`src/rtl/uart_pkg.sv`:
```
// Shared UART definitions: receive FSM state encoding, line constants and a
// small parity helper usable by both the receiver and the matching transmitter.
package uart_pkg;

  typedef enum logic [2:0] {
    IDLE,
    START,
    DATA,
    PARITY,
    STOP
  } uart_rx_state_t;

  localparam logic UART_IDLE_LEVEL    = 1'b1;
  localparam int   UART_MAX_DATA_BITS = 9;

  // XOR of all bits; narrower words are zero-extended so the result is unchanged.
  function automatic logic uart_xor_bits(input logic [UART_MAX_DATA_BITS-1:0] v);
    return ^v;
  endfunction

endpackage

```
`src/rtl/uart_baud_tick.sv`:
```
// Oversampling tick generator: free-running divide-by-CLK_DIV counter that
// emits a one-clock tick on wrap. 'clear' restarts the count so that bit
// timing can be aligned to a detected start edge.
module uart_baud_tick #(
  parameter int CLK_DIV = 27
) (
  input  logic clk,
  input  logic reset,
  input  logic clear,
  output logic tick
);

  localparam int            CW   = (CLK_DIV > 1) ? $clog2(CLK_DIV) : 1;
  localparam logic [CW-1:0] LAST = CW'(CLK_DIV - 1);

  logic [CW-1:0] cnt_q, cnt_d;

  assign tick = (cnt_q == LAST);

  // Next count: clear wins, otherwise wrap at CLK_DIV-1.
  always_comb begin
    cnt_d = cnt_q + CW'(1);
    if (clear || (cnt_q == LAST)) begin
      cnt_d = '0;
    end
  end

  // Divider register.
  always_ff @(posedge clk or posedge reset) begin
    if (reset) begin
      cnt_q <= '0;
    end else begin
      cnt_q <= cnt_d;
    end
  end

endmodule

```
`src/rtl/uart_rx_param.sv`:
```
// Parametrised UART receiver on the system clock. Mid-bit sampling with an
// internal oversampling tick, 5..9 data bits, 1 or 2 stop bits, framing and
// overrun detection, valid/ready output handshake.
// Optional parity bit is compiled in with `define UART_RX_PARITY_EN
// (sense chosen by PARITY_ODD); without it parity_err is tied low.
module uart_rx_param
  import uart_pkg::*;
#(
  parameter int CLK_DIV    = 27,
  parameter int OVERSAMPLE = 16,
  parameter int DATA_BITS  = 8,
  parameter int STOP_BITS  = 1,
  parameter int PARITY_ODD = 0
) (
  input  logic                 clk,
  input  logic                 reset,
  input  logic                 rx,
  output logic [DATA_BITS-1:0] rx_data,
  output logic                 rx_valid,
  input  logic                 rx_ready,
  output logic                 frame_err,
  output logic                 overrun_err,
  output logic                 parity_err,
  output logic                 busy
);

  localparam int            TW        = $clog2(OVERSAMPLE);
  localparam int            BW        = $clog2(DATA_BITS + 1);
  localparam logic [TW-1:0] TICK_HALF = TW'(OVERSAMPLE / 2 - 1);
  localparam logic [TW-1:0] TICK_FULL = TW'(OVERSAMPLE - 1);
  localparam logic [BW-1:0] LAST_DATA = BW'(DATA_BITS - 1);
  localparam logic [BW-1:0] LAST_STOP = BW'(STOP_BITS - 1);

  logic rx_meta_q, rx_sync_q;
  logic tick, tick_clear;

  uart_rx_state_t       state_q, state_d;
  logic [TW-1:0]        tick_cnt_q, tick_cnt_d;
  logic [BW-1:0]        bit_cnt_q, bit_cnt_d;
  logic [DATA_BITS-1:0] shift_q, shift_d;
  logic [DATA_BITS-1:0] rx_data_q, rx_data_d;
  logic                 rx_valid_q, rx_valid_d;
  logic                 frame_err_q, frame_err_d;
  logic                 overrun_err_q, overrun_err_d;
  logic                 parity_err_q, parity_err_d;
  logic                 par_bad_q, par_bad_d;
  logic                 accept;

  // Two-flop synchronizer; resets to the idle line level.
  always_ff @(posedge clk or posedge reset) begin
    if (reset) begin
      rx_meta_q <= UART_IDLE_LEVEL;
      rx_sync_q <= UART_IDLE_LEVEL;
    end else begin
      rx_meta_q <= rx;
      rx_sync_q <= rx_meta_q;
    end
  end

  // Restart the tick phase on the clock the FSM leaves IDLE.
  assign tick_clear = (state_q == IDLE) && (rx_sync_q == 1'b0);

  uart_baud_tick #(
    .CLK_DIV(CLK_DIV)
  ) u_tick (
    .clk  (clk),
    .reset(reset),
    .clear(tick_clear),
    .tick (tick)
  );

  assign accept = rx_valid_q && rx_ready;

  // Next-state, sampling and frame-completion logic.
  always_comb begin
    state_d       = state_q;
    tick_cnt_d    = tick_cnt_q;
    bit_cnt_d     = bit_cnt_q;
    shift_d       = shift_q;
    par_bad_d     = par_bad_q;
    rx_data_d     = rx_data_q;
    rx_valid_d    = rx_valid_q;
    frame_err_d   = 1'b0;
    overrun_err_d = 1'b0;
    parity_err_d  = 1'b0;

    if (accept) begin
      rx_valid_d = 1'b0;
    end

    case (state_q)
      IDLE: begin
        if (rx_sync_q == 1'b0) begin
          state_d    = START;
          tick_cnt_d = '0;
        end
      end

      START: begin
        if (tick) begin
          if (tick_cnt_q == TICK_HALF) begin
            tick_cnt_d = '0;
            bit_cnt_d  = '0;
            par_bad_d  = 1'b0;
            // A high line at mid start bit is a glitch, not a frame.
            state_d    = rx_sync_q ? IDLE : DATA;
          end else begin
            tick_cnt_d = tick_cnt_q + TW'(1);
          end
        end
      end

      DATA: begin
        if (tick) begin
          if (tick_cnt_q == TICK_FULL) begin
            tick_cnt_d = '0;
            shift_d    = {rx_sync_q, shift_q[DATA_BITS-1:1]};
            if (bit_cnt_q == LAST_DATA) begin
              bit_cnt_d = '0;
`ifdef UART_RX_PARITY_EN
              state_d   = PARITY;
`else
              state_d   = STOP;
`endif
            end else begin
              bit_cnt_d = bit_cnt_q + BW'(1);
            end
          end else begin
            tick_cnt_d = tick_cnt_q + TW'(1);
          end
        end
      end

`ifdef UART_RX_PARITY_EN
      PARITY: begin
        if (tick) begin
          if (tick_cnt_q == TICK_FULL) begin
            tick_cnt_d = '0;
            // Data plus parity bit must XOR to the configured sense.
            par_bad_d  = (uart_xor_bits(UART_MAX_DATA_BITS'(shift_q)) ^ rx_sync_q)
                         != 1'(PARITY_ODD);
            state_d    = STOP;
          end else begin
            tick_cnt_d = tick_cnt_q + TW'(1);
          end
        end
      end
`endif

      STOP: begin
        if (tick) begin
          if (tick_cnt_q == TICK_FULL) begin
            tick_cnt_d = '0;
            if (rx_sync_q == 1'b0) begin
              frame_err_d = 1'b1;
              bit_cnt_d   = '0;
              state_d     = IDLE;
            end else if (bit_cnt_q == LAST_STOP) begin
              bit_cnt_d = '0;
              state_d   = IDLE;
              // Deliver if the output slot is free or being emptied now.
              if (!rx_valid_q || accept) begin
                rx_data_d  = shift_q;
                rx_valid_d = 1'b1;
              end else begin
                overrun_err_d = 1'b1;
              end
              parity_err_d = par_bad_q;
            end else begin
              bit_cnt_d = bit_cnt_q + BW'(1);
            end
          end else begin
            tick_cnt_d = tick_cnt_q + TW'(1);
          end
        end
      end

      default: begin
        state_d = IDLE;
      end
    endcase
  end

  // FSM, counters, datapath and output registers.
  always_ff @(posedge clk or posedge reset) begin
    if (reset) begin
      state_q       <= IDLE;
      tick_cnt_q    <= '0;
      bit_cnt_q     <= '0;
      shift_q       <= '0;
      par_bad_q     <= 1'b0;
      rx_data_q     <= '0;
      rx_valid_q    <= 1'b0;
      frame_err_q   <= 1'b0;
      overrun_err_q <= 1'b0;
      parity_err_q  <= 1'b0;
    end else begin
      state_q       <= state_d;
      tick_cnt_q    <= tick_cnt_d;
      bit_cnt_q     <= bit_cnt_d;
      shift_q       <= shift_d;
      par_bad_q     <= par_bad_d;
      rx_data_q     <= rx_data_d;
      rx_valid_q    <= rx_valid_d;
      frame_err_q   <= frame_err_d;
      overrun_err_q <= overrun_err_d;
      parity_err_q  <= parity_err_d;
    end
  end

  assign rx_data     = rx_data_q;
  assign rx_valid    = rx_valid_q;
  assign frame_err   = frame_err_q;
  assign overrun_err = overrun_err_q;
  assign busy        = (state_q != IDLE);

`ifdef UART_RX_PARITY_EN
  assign parity_err  = parity_err_q;
`else
  logic parity_unused;
  assign parity_unused = parity_err_q ^ 1'(PARITY_ODD);
  assign parity_err    = 1'b0;
`endif

endmodule

```
`config.mk`:
```
export PLATFORM = sky130hd
export DESIGN_NAME = uart_rx_param
export DESIGN_NICKNAME = d
export VERILOG_FILES = /design/src/rtl/uart_pkg.sv /design/src/rtl/uart_baud_tick.sv /design/src/rtl/uart_rx_param.sv
export SDC_FILE = /design/constraint.sdc
export NUM_CORES = 1
export LEC_CHECK = 0
export CELL_PAD_IN_SITES_DETAIL_PLACEMENT = 0
export CELL_PAD_IN_SITES_GLOBAL_PLACEMENT = 2
export CORE_MARGIN = 2
export CORE_UTILIZATION = 45
export DETAILED_ROUTE_END_ITERATION = 6
export DONT_BUFFER_PORTS = 1
export PLACE_DENSITY_LB_ADDON = 0.3
export SLEW_MARGIN = 20
export SYNTH_ARGS = -nofsm -noshare
export SYNTH_HDL_FRONTEND = slang
export SYNTH_SLANG_ARGS = --single-unit
```
`constraint.sdc`:
```
create_clock -name clk -period 3.77 [get_ports clk]
set_clock_uncertainty 0.2 [all_clocks]
set_input_delay 0.754 -clock clk [delete_from_list [all_inputs] [get_ports clk]]
set_output_delay 0.754 -clock clk [all_outputs]
set_load 0.02 [all_outputs]
```
power_grid.png
The bar under the picture is 20 um long. Pins as bars on the die edge.
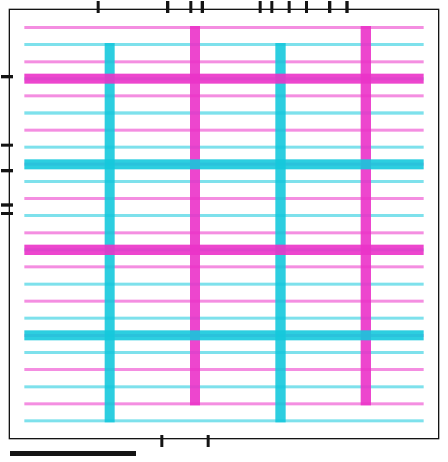
Key: cyan = VSS; magenta = VDD
4 straps on met5. 17 signal pins sit on the boundary. 24 met1 rails follow the rows. 4 straps on met4.

placement_by_type.png
The bar under the picture is 20 um long.
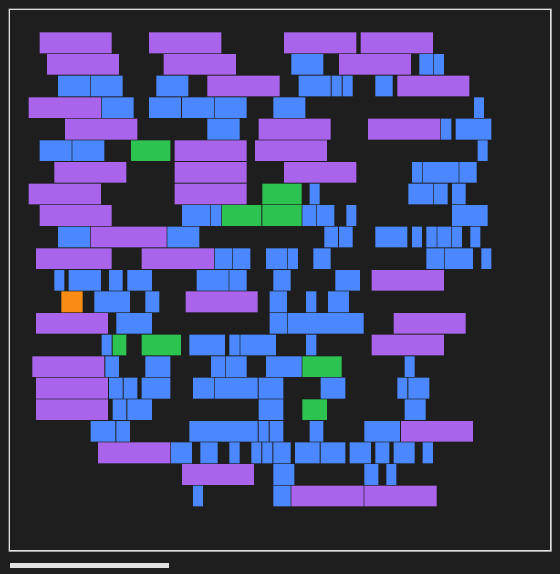
Key: green = clock drivers and dummy loads [cells 8]; purple = flops [cells 37]; blue = combinational and other logic [cells 117]; orange = other buffers and delay cells [cells 1]

clk_routes.png
The bar under the picture is 20 um long.
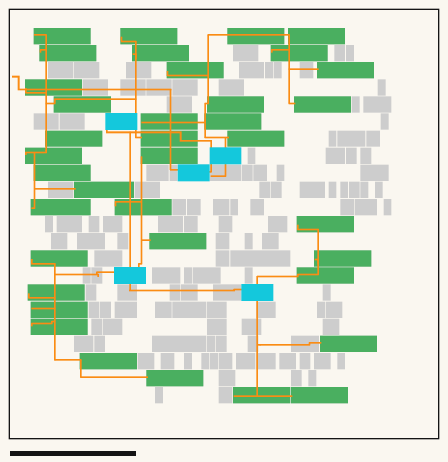
Key: cyan = clock drivers [count 5]; orange = clock wires [length 426 um]; green = flip-flops [count 37]
Position of the flops: all over the die.

wires.png
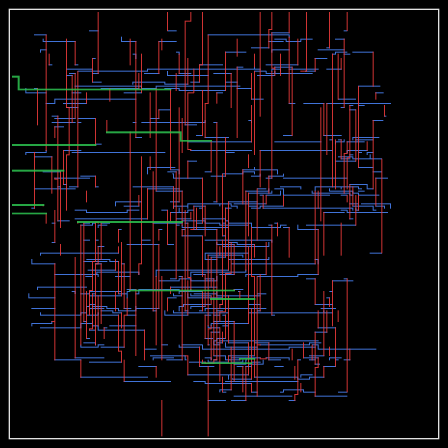
Key: green = metal 3 [wire length 127 um]; red = metal 2 [wire length 1620 um]; blue = metal 1 [wire length 1420 um]

congestion.png
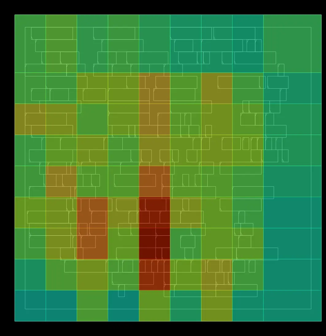
met2 GRT Util: 24.2%
Layout Utilization: 49.7%
most used routing layer: met2

==> results_dict.tcl <==
# place-and-route summary
set metrics [dict create \
    status "completed" \
    min_to "rx_sync_q" \
    min_delay_path_depth 0 \
    finalWorstSetupSlack_ps 1230 \
    slew_viol_final 0 \
    hold_start "rx_meta_q" \
    async_flop_share_pct 100 \
    flop_cell "dfrtp_1" \
    stdcell_area_mm2 0.00197 \
    cp-end-kind "flop" \
    fin_cells 213 \
    adder_share_pct 3.39 \
    synth_area_mm2 0.00185 \
    reg2reg_to "state_q[1]" \
    maxCapViolations 0 \
    postRouteAntennaNets 0 \
    drive_gt1_share_pct 24.5 \
    p_leak_uw 0.000864 \
    cts_max_path_buffers 2 \
    ys_types 50 \
    largest_area_cell "dfrtp_1" \
    routed_wl_um 3170 \
    regArea_um2 928 \
    crit_chain "inv_1, ha_1, or3b_2, a21oi_1, o22ai_1, nor3b_2, mux2_2" \
    grt_use_total_pct 16.0 \
    critPathLaunchType "flop" \
    yosys_cells 160 \
    dr_total_vias 1178 \
    critPathArrivalTime_ps 2520 \
    combGateArea_um2 851 \
    wl_met3_um 126 \
    die.size.y_um 68.1 \
    synth_area_per_cell_um2 11.5 \
    fin_crit_ps 2540 \
    netSwitchingFraction_pct 21.0 \
    nets 171 \
    common_cells "dfrtp_1, mux2_2, nand2_1, inv_1" \
    p_per_area_mw_per_mm2 352 \
    cts_tree "built" \
    wire_per_inst_um 14.9 \
    cts_hold_buf 0 \
    power_frac_seq_pct 57.6 \
    syn_to_final_growth_pct 6.78 \
    cp_num_cells 7 \
    dieArea_mm2 0.00463 \
    grt_max_degree 29 \
    cts_resized 0 \
    p_switching_uw 145 \
    grt_setup_unrepaired "no" \
    top_area_share_pct 47.4 \
    overflow 0 \
    yosys_area_mm2 0.00185 \
    drc_errors 0 \
    ys_sh_simple_pct 18.7 \
    die_w_um 68.1 \
    post_cts_buffers 0 \
    ys_sh_mux_pct 11.4 \
    r2r.worst_path.cells 7 \
]
==> worst max-delay path by stage <==
stage / slack, ps / from / endpoint
final: 1230 / bit_cnt_q[0] / state_q[1]
after global routing: 1070 / u_tick.cnt_q[0] / shift_q[6]
after CTS: 1200 / bit_cnt_q[0] / state_q[1]
after detailed placement: 1210 / bit_cnt_q[0] / state_q[1]
after global placement: 1230 / bit_cnt_q[0] / state_q[1]
after floorplan: 1450 / bit_cnt_q[0] / state_q[1]
==> sequential cells by signal, summed over array words and instances (netlist names) <==
register / count
bit_cnt_q: 4
frame_err: 1
overrun_err: 1
rx_data: 8
rx_meta_q: 1
rx_sync_q: 1
rx_valid: 1
shift_q: 8
state_q: 3
tick_cnt_q: 4
u_tick.cnt_q: 5
==> cell usage in the layout (no fill, tap or decap), types with 2 or more instances in the layout <==
master,n
nor2_1,6
inv_1,6
mux2_2,17
o21ai_0,6
nand3_1,5
a311oi_1,2
nor4_1,3
nand2b_1,2
nor2b_1,2
xor2_1,3
nor3_1,6
clkbuf_8,6
dfrtp_1,35
nand2_1,16
mux2i_1,2
o211ai_1,3
nor3b_1,2
dfstp_2,2
ha_1,5
nor3b_2,2
==> area by class of cell <==
class	instances	area share (%)
Clock buffer	6	4.19
Timing Repair Buffer	1	0.381
Tap cell	50	3.17
Multi-Input combinational cell	110	43.1
Clock inverter	2	0.698
Inverter	7	1.33
Sequential cell	37	47.1
==> power groups by stage <==
stage / combinational (uW) / sequential [uW] / clock (uW)
final: 9.96 / 399 / 284
after global routing: 11.9 / 399 / 319
after CTS: 10.8 / 399 / 296
after detailed placement: 10.8 / 407 / 0
after global placement: 10.5 / 407 / 0
after floorplan: 8.45 / 407 / 0
Power and IR drop assume default switching activity.
